--- src/rtl/register_bank_burst_if.sv ---
// Bus bundle for register_bank_burst: read/write ports, burst-load stream, taps.
// Master drives addresses, data and handshake requests; slave is the register bank.
interface register_bank_burst_if #(
  parameter int DATA_W   = 32,
  parameter int ADDR_W   = 4,
  parameter int NUM_TAPS = 3
) ();
  logic [ADDR_W-1:0]          dir_a;
  logic [ADDR_W-1:0]          dir_b;
  logic                       re_a_n;
  logic                       re_b_n;
  logic                       we_n;
  logic [ADDR_W-1:0]          dir_wr;
  logic [DATA_W-1:0]          di;
  logic                       burst_start;
  logic [ADDR_W-1:0]          burst_base;
  logic [ADDR_W:0]            burst_len;
  logic                       burst_valid;
  logic                       burst_ready;
  logic                       burst_busy;
  logic                       burst_done;
  logic                       wr_conflict;
  logic [DATA_W-1:0]          data_a;
  logic [DATA_W-1:0]          data_b;
  logic [NUM_TAPS*DATA_W-1:0] taps;
  logic [1:0]                 dbg_state;

  modport master (
    output dir_a, dir_b, re_a_n, re_b_n, we_n, dir_wr, di,
           burst_start, burst_base, burst_len, burst_valid,
    input  burst_ready, burst_busy, burst_done, wr_conflict,
           data_a, data_b, taps, dbg_state
  );

  modport slave (
    input  dir_a, dir_b, re_a_n, re_b_n, we_n, dir_wr, di,
           burst_start, burst_base, burst_len, burst_valid,
    output burst_ready, burst_busy, burst_done, wr_conflict,
           data_a, data_b, taps, dbg_state
  );
endinterface

--- src/rtl/register_bank_burst.sv ---
// DEPTH-entry register file with two registered read ports, one single-word write
// port, a burst-load engine for coefficient streams, and the low registers exported as taps.
module register_bank_burst #(
  parameter int DATA_W   = 32,
  parameter int ADDR_W   = 4,
  parameter int NUM_TAPS = 3
) (
  input logic                  clk,
  input logic                  rst,
  register_bank_burst_if.slave bus
);
  localparam int DEPTH = 2**ADDR_W;

  typedef enum logic [1:0] {
    S_IDLE = 2'd0,
    S_LOAD = 2'd1,
    S_DONE = 2'd2
  } state_t;

  state_t              r_state;
  state_t              w_next;
  logic [DATA_W-1:0]   r_mem [DEPTH];
  logic [ADDR_W-1:0]   r_ptr;
  logic [ADDR_W:0]     r_cnt;
  logic [DATA_W-1:0]   r_data_a;
  logic [DATA_W-1:0]   r_data_b;
  logic                r_wr_conflict;
  logic                w_single_wr;
  logic                w_burst_wr;
  logic                w_wr_en;
  logic [ADDR_W-1:0]   w_wr_addr;
  logic                w_ready;
  logic                w_busy;
  logic                w_done;

  // Burst handshake: a beat on di is written when burst_valid and burst_ready are
  // both high at a rising edge; burst_valid low in LOAD is a stall, burst_ready only
  // depends on state so the source may hold or change di freely while stalled.
  assign w_single_wr = !bus.we_n && (r_state == S_IDLE);
  assign w_burst_wr  = (r_state == S_LOAD) && bus.burst_valid;
  assign w_wr_en     = w_single_wr || w_burst_wr;
  assign w_wr_addr   = w_burst_wr ? r_ptr : bus.dir_wr;

  always_comb begin
    w_next  = r_state;
    w_ready = 1'b0;
    w_busy  = 1'b0;
    w_done  = 1'b0;
    case (r_state)
      S_IDLE: begin
        if (bus.burst_start)
          w_next = (bus.burst_len == '0) ? S_DONE : S_LOAD;
      end
      S_LOAD: begin
        w_ready = 1'b1;
        w_busy  = 1'b1;
        if (bus.burst_valid && (r_cnt == (ADDR_W+1)'(1)))
          w_next = S_DONE;
      end
      S_DONE: begin
        w_busy = 1'b1;
        w_done = 1'b1;
        w_next = S_IDLE;
      end
      default: w_next = S_IDLE;
    endcase
  end

  always_ff @(posedge clk or posedge rst) begin
    if (rst) begin
      r_state       <= S_IDLE;
      r_ptr         <= '0;
      r_cnt         <= '0;
      r_wr_conflict <= 1'b0;
    end else begin
      r_state       <= w_next;
      r_wr_conflict <= !bus.we_n && (r_state != S_IDLE);
      if ((r_state == S_IDLE) && bus.burst_start) begin
        r_ptr <= bus.burst_base;
        r_cnt <= bus.burst_len;
      end else if (w_burst_wr) begin
        r_ptr <= r_ptr + ADDR_W'(1);
        r_cnt <= r_cnt - (ADDR_W+1)'(1);
      end
    end
  end

  // Reads bypass a write landing on the same address at the same edge.
  always_ff @(posedge clk or posedge rst) begin
    if (rst) begin
      for (int i = 0; i < DEPTH; i++) r_mem[i] <= '0;
      r_data_a <= '0;
      r_data_b <= '0;
    end else begin
      if (w_wr_en) r_mem[w_wr_addr] <= bus.di;
      if (!bus.re_a_n)
        r_data_a <= (w_wr_en && (w_wr_addr == bus.dir_a)) ? bus.di : r_mem[bus.dir_a];
      if (!bus.re_b_n)
        r_data_b <= (w_wr_en && (w_wr_addr == bus.dir_b)) ? bus.di : r_mem[bus.dir_b];
    end
  end

  for (genvar g = 0; g < NUM_TAPS; g++) begin : g_taps
    assign bus.taps[g*DATA_W +: DATA_W] = r_mem[g];
  end

  assign bus.burst_ready = w_ready;
  assign bus.burst_busy  = w_busy;
  assign bus.burst_done  = w_done;
  assign bus.wr_conflict = r_wr_conflict;
  assign bus.data_a      = r_data_a;
  assign bus.data_b      = r_data_b;
  assign bus.dbg_state   = r_state;
endmodule
--- src/flat_wrapper.sv ---
// flat-port wrapper written by rule: the top's interface ports become plain ports
module register_bank_burst_flat 
#(
  parameter int DATA_W   = 32,
  parameter int ADDR_W   = 4,
  parameter int NUM_TAPS = 3
)
  (clk, rst, bus_dir_a, bus_dir_b, bus_re_a_n, bus_re_b_n, bus_we_n, bus_dir_wr, bus_di, bus_burst_start, bus_burst_base, bus_burst_len, bus_burst_valid, bus_burst_ready, bus_burst_busy, bus_burst_done, bus_wr_conflict, bus_data_a, bus_data_b, bus_taps, bus_dbg_state);
  register_bank_burst_if #(.DATA_W(DATA_W), .ADDR_W(ADDR_W), .NUM_TAPS(NUM_TAPS)) bus_i ();
  input logic clk;
  input logic rst;
  input wire logic [$bits(bus_i.dir_a)-1:0] bus_dir_a;
  input wire logic [$bits(bus_i.dir_b)-1:0] bus_dir_b;
  input wire logic [$bits(bus_i.re_a_n)-1:0] bus_re_a_n;
  input wire logic [$bits(bus_i.re_b_n)-1:0] bus_re_b_n;
  input wire logic [$bits(bus_i.we_n)-1:0] bus_we_n;
  input wire logic [$bits(bus_i.dir_wr)-1:0] bus_dir_wr;
  input wire logic [$bits(bus_i.di)-1:0] bus_di;
  input wire logic [$bits(bus_i.burst_start)-1:0] bus_burst_start;
  input wire logic [$bits(bus_i.burst_base)-1:0] bus_burst_base;
  input wire logic [$bits(bus_i.burst_len)-1:0] bus_burst_len;
  input wire logic [$bits(bus_i.burst_valid)-1:0] bus_burst_valid;
  output wire logic [$bits(bus_i.burst_ready)-1:0] bus_burst_ready;
  output wire logic [$bits(bus_i.burst_busy)-1:0] bus_burst_busy;
  output wire logic [$bits(bus_i.burst_done)-1:0] bus_burst_done;
  output wire logic [$bits(bus_i.wr_conflict)-1:0] bus_wr_conflict;
  output wire logic [$bits(bus_i.data_a)-1:0] bus_data_a;
  output wire logic [$bits(bus_i.data_b)-1:0] bus_data_b;
  output wire logic [$bits(bus_i.taps)-1:0] bus_taps;
  output wire logic [$bits(bus_i.dbg_state)-1:0] bus_dbg_state;
  assign bus_i.dir_a = bus_dir_a;
  assign bus_i.dir_b = bus_dir_b;
  assign bus_i.re_a_n = bus_re_a_n;
  assign bus_i.re_b_n = bus_re_b_n;
  assign bus_i.we_n = bus_we_n;
  assign bus_i.dir_wr = bus_dir_wr;
  assign bus_i.di = bus_di;
  assign bus_i.burst_start = bus_burst_start;
  assign bus_i.burst_base = bus_burst_base;
  assign bus_i.burst_len = bus_burst_len;
  assign bus_i.burst_valid = bus_burst_valid;
  assign bus_burst_ready = bus_i.burst_ready;
  assign bus_burst_busy = bus_i.burst_busy;
  assign bus_burst_done = bus_i.burst_done;
  assign bus_wr_conflict = bus_i.wr_conflict;
  assign bus_data_a = bus_i.data_a;
  assign bus_data_b = bus_i.data_b;
  assign bus_taps = bus_i.taps;
  assign bus_dbg_state = bus_i.dbg_state;
  register_bank_burst #(.DATA_W(DATA_W), .ADDR_W(ADDR_W), .NUM_TAPS(NUM_TAPS)) u_core (.clk(clk), .rst(rst), .bus(bus_i));
endmodule
--- config.mk ---
export PLATFORM = sky130hd
export DESIGN_NAME = register_bank_burst_flat
export DESIGN_NICKNAME = d
export VERILOG_FILES = /design/src/rtl/register_bank_burst_if.sv /design/src/rtl/register_bank_burst.sv /design/src/flat_wrapper.sv
export SDC_FILE = /design/constraint.sdc
export NUM_CORES = 1
export LEC_CHECK = 0
export CAP_MARGIN = 20
export CORE_ASPECT_RATIO = 0.8
export CORE_UTILIZATION = 45
export CTS_CLUSTER_DIAMETER = 200
export CTS_CLUSTER_SIZE = 30
export DETAILED_ROUTE_END_ITERATION = 8
export GPL_ROUTABILITY_DRIVEN = 1
export PLACE_DENSITY = 0.66
export SLEW_MARGIN = 15
export SYNTH_ARGS = -nofsm -noshare
export SYNTH_HDL_FRONTEND = slang
export SYNTH_SLANG_ARGS = --single-unit
--- constraint.sdc ---
create_clock -name clk -period 27.5 [get_ports clk]
set_input_delay 6.875 -clock clk [delete_from_list [all_inputs] [get_ports clk]]
set_output_delay 6.875 -clock clk [all_outputs]
set_load 0.1 [all_outputs]
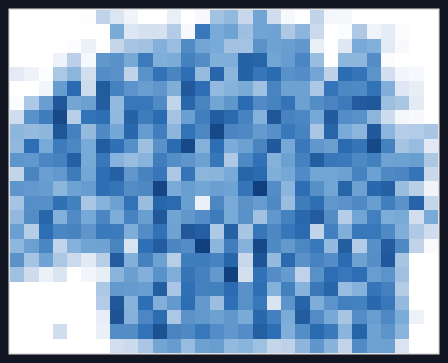
**Above:** run 1 (local utilization).
The die is cut into 30 by 24 equal tiles; white is low, dark blue is high, 0 to 100% covered.
nearly empty tiles: 13%
fullest tile: 94%
mean over tiles: 47%
tiles over 75% full: 13%

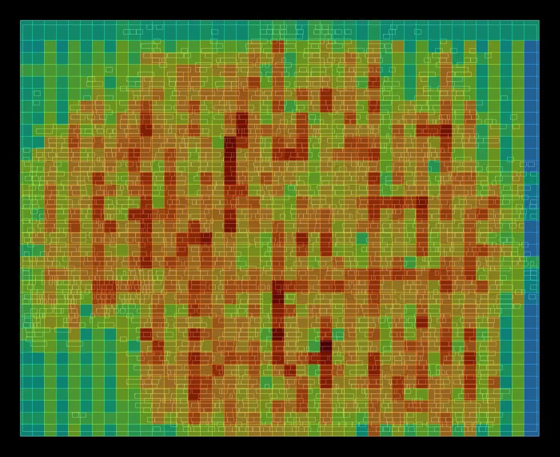
**Above:** run 1 (routing congestion).
met2 Usage GRT: 38.7%
fin util: 49.9%

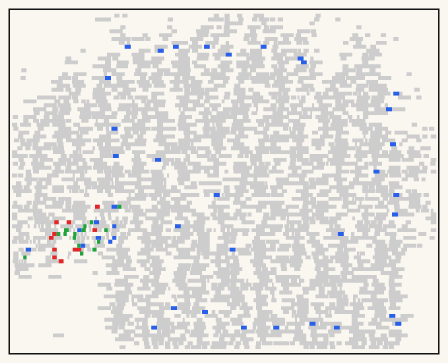
**Above:** run 1 (selected gate families).
legend:
  and/or cells:
    colour: green
    cells: 15
  xor and xnor cells:
    colour: red
    cells: 10
  non-inverting ao/oa cells:
    colour: blue
    cells: 40
    where: widely spread

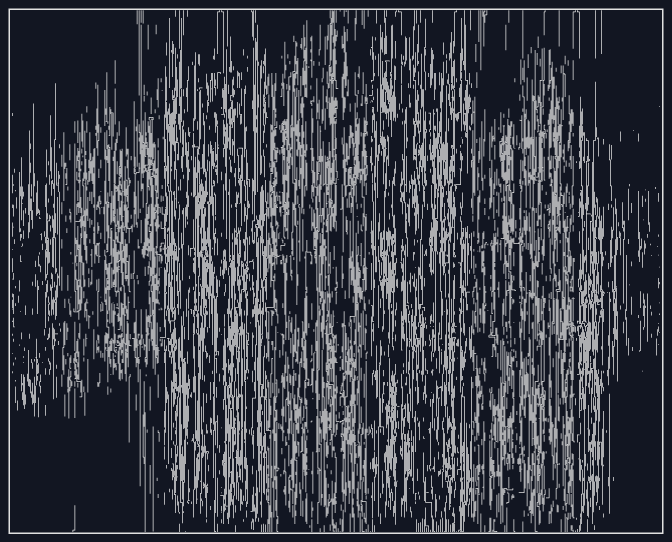
**Above:** run 1 (signal wires on met2).
wire length on this layer: 41.0 mm
longest straight run: 86.7 microns

==> flow_metrics.env, run 1 <==
# flow metrics
export IMPL_use_met1_pct=38.6
export IMPL_core_rowCount=86
export IMPL_simple_gate_area_share_pct=2.40
export IMPL_startpoint_type="input pin"
export IMPL_wire_per_inst_microns=29.7
export IMPL_cts_tree="done"
export IMPL_power_frac_seq_pct=39.1
export IMPL_setup_tns_ps=0
export IMPL_signal_buffers=266
export IMPL_synthAoiAreaFrac_pct=4.18
export IMPL_swShare_pct=44.5
export IMPL_top_cell="dfrtp_1"
export IMPL_inverters_excl_clock=46
export IMPL_synthesis_nets=2208
export IMPL_ys_types=45
export IMPL_nets=2203
export IMPL_cp_endpoint="u_core.bus.taps[23]"
export IMPL_track_usage_pct=25.7
export IMPL_crit_buf_inv=2
export IMPL_dieArea_sq_mm=0.0714
export IMPL_clkLatencyLatePin_ps=610
export IMPL_arrival_ps=10300
export IMPL_power_top_group="combinational cells"
export IMPL_r2r_end="u_core.bus.taps[23]"
export IMPL_status="finished, final reports clean"
export IMPL_clk_share_pct=1.71
export IMPL_seq_cell_count=588
export IMPL_io_pins=226
export IMPL_internal_power_uw=2260
export IMPL_cts_hold_fix_buffers=0
export IMPL_synth_flops=588
**Run 1: wiring by layer**

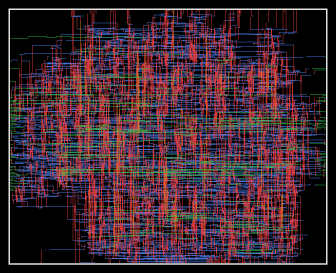

==> run 2: changes to the inputs <==
Clock period 27.5 ns to 9.9 ns, I/O delays scaled along.
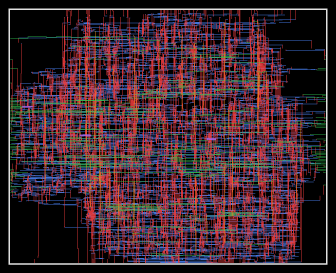
**Above:** run 2 (wiring by layer).
legend:
  M5:
    colour: purple
    wire_length: 24.8 microns
  M2:
    colour: red
    wire_length: 41.2 mm
  M1:
    colour: blue
    wire_length: 39.4 mm
  M4:
    colour: orange
    wire_length: 1990 microns
  M3:
    colour: green
    wire_length: 6670 microns

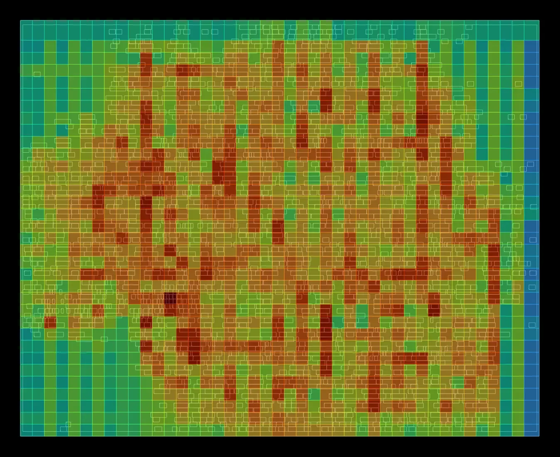
**Above:** run 2 (routing congestion).
wire per inst: 29.2 microns
Global Route Usage Sum: 25.3%

==> flow_metrics.env, run 2 <==
# flow metrics
export IMPL_status="finished, final reports clean"
export IMPL_dieArea_sq_mm=0.0714
export IMPL_power_frac_seq_pct=39.0
export IMPL_clk_share_pct=1.72
export IMPL_simple_gate_area_share_pct=2.40
export IMPL_final_layout_top_logic_cells="dfrtp_1 (588), mux2_2 (513), mux4_2 (288), clkdlybuf4s50_1 (216), nand2_1 (79)"
export IMPL_ys_types=45
export IMPL_nets=2199
export IMPL_synth_flops=588
export IMPL_placed_cell_area_sq_mm=0.0339
export IMPL_grt_use_met2_pct=39.0
export IMPL_power_top_group="combinational cells"
export IMPL_routabilityCongestion=0.766
export IMPL_internal_power_uw=6280
export IMPL_nClkBuffers=23
export IMPL_inverters_excl_clock=46
export IMPL_p_sw_uw=5010
export IMPL_core_rowCount=86
export IMPL_cp_endpoint="u_core.bus.taps[1]"
export IMPL_top_cell="dfrtp_1"
export IMPL_synthesis_nets=2208
export IMPL_clkLatencyLatePin_ps=600
export IMPL_crit_buf_inv=2
export IMPL_flop_area_sq_mm=0.0147
export IMPL_drv_cap=0
export IMPL_startpoint_type="input pin"
export IMPL_cts_tree="done"
export IMPL_r2r_end="u_core.bus.taps[1]"
export IMPL_seq_cell_count=588
export IMPL_die_y_microns=239
export IMPL_io_pins=226
export IMPL_cts_root_buf="clkbuf_16"
export IMPL_use_met1_pct=37.0
export IMPL_signal_buffers=262
export IMPL_swShare_pct=44.4
export IMPL_yosysChipArea_sq_mm=0.0316
export IMPL_ys_flop_type="dfrtp_1"
export IMPL_utilization_pct=49.8
export IMPL_setup_tns_ps=0
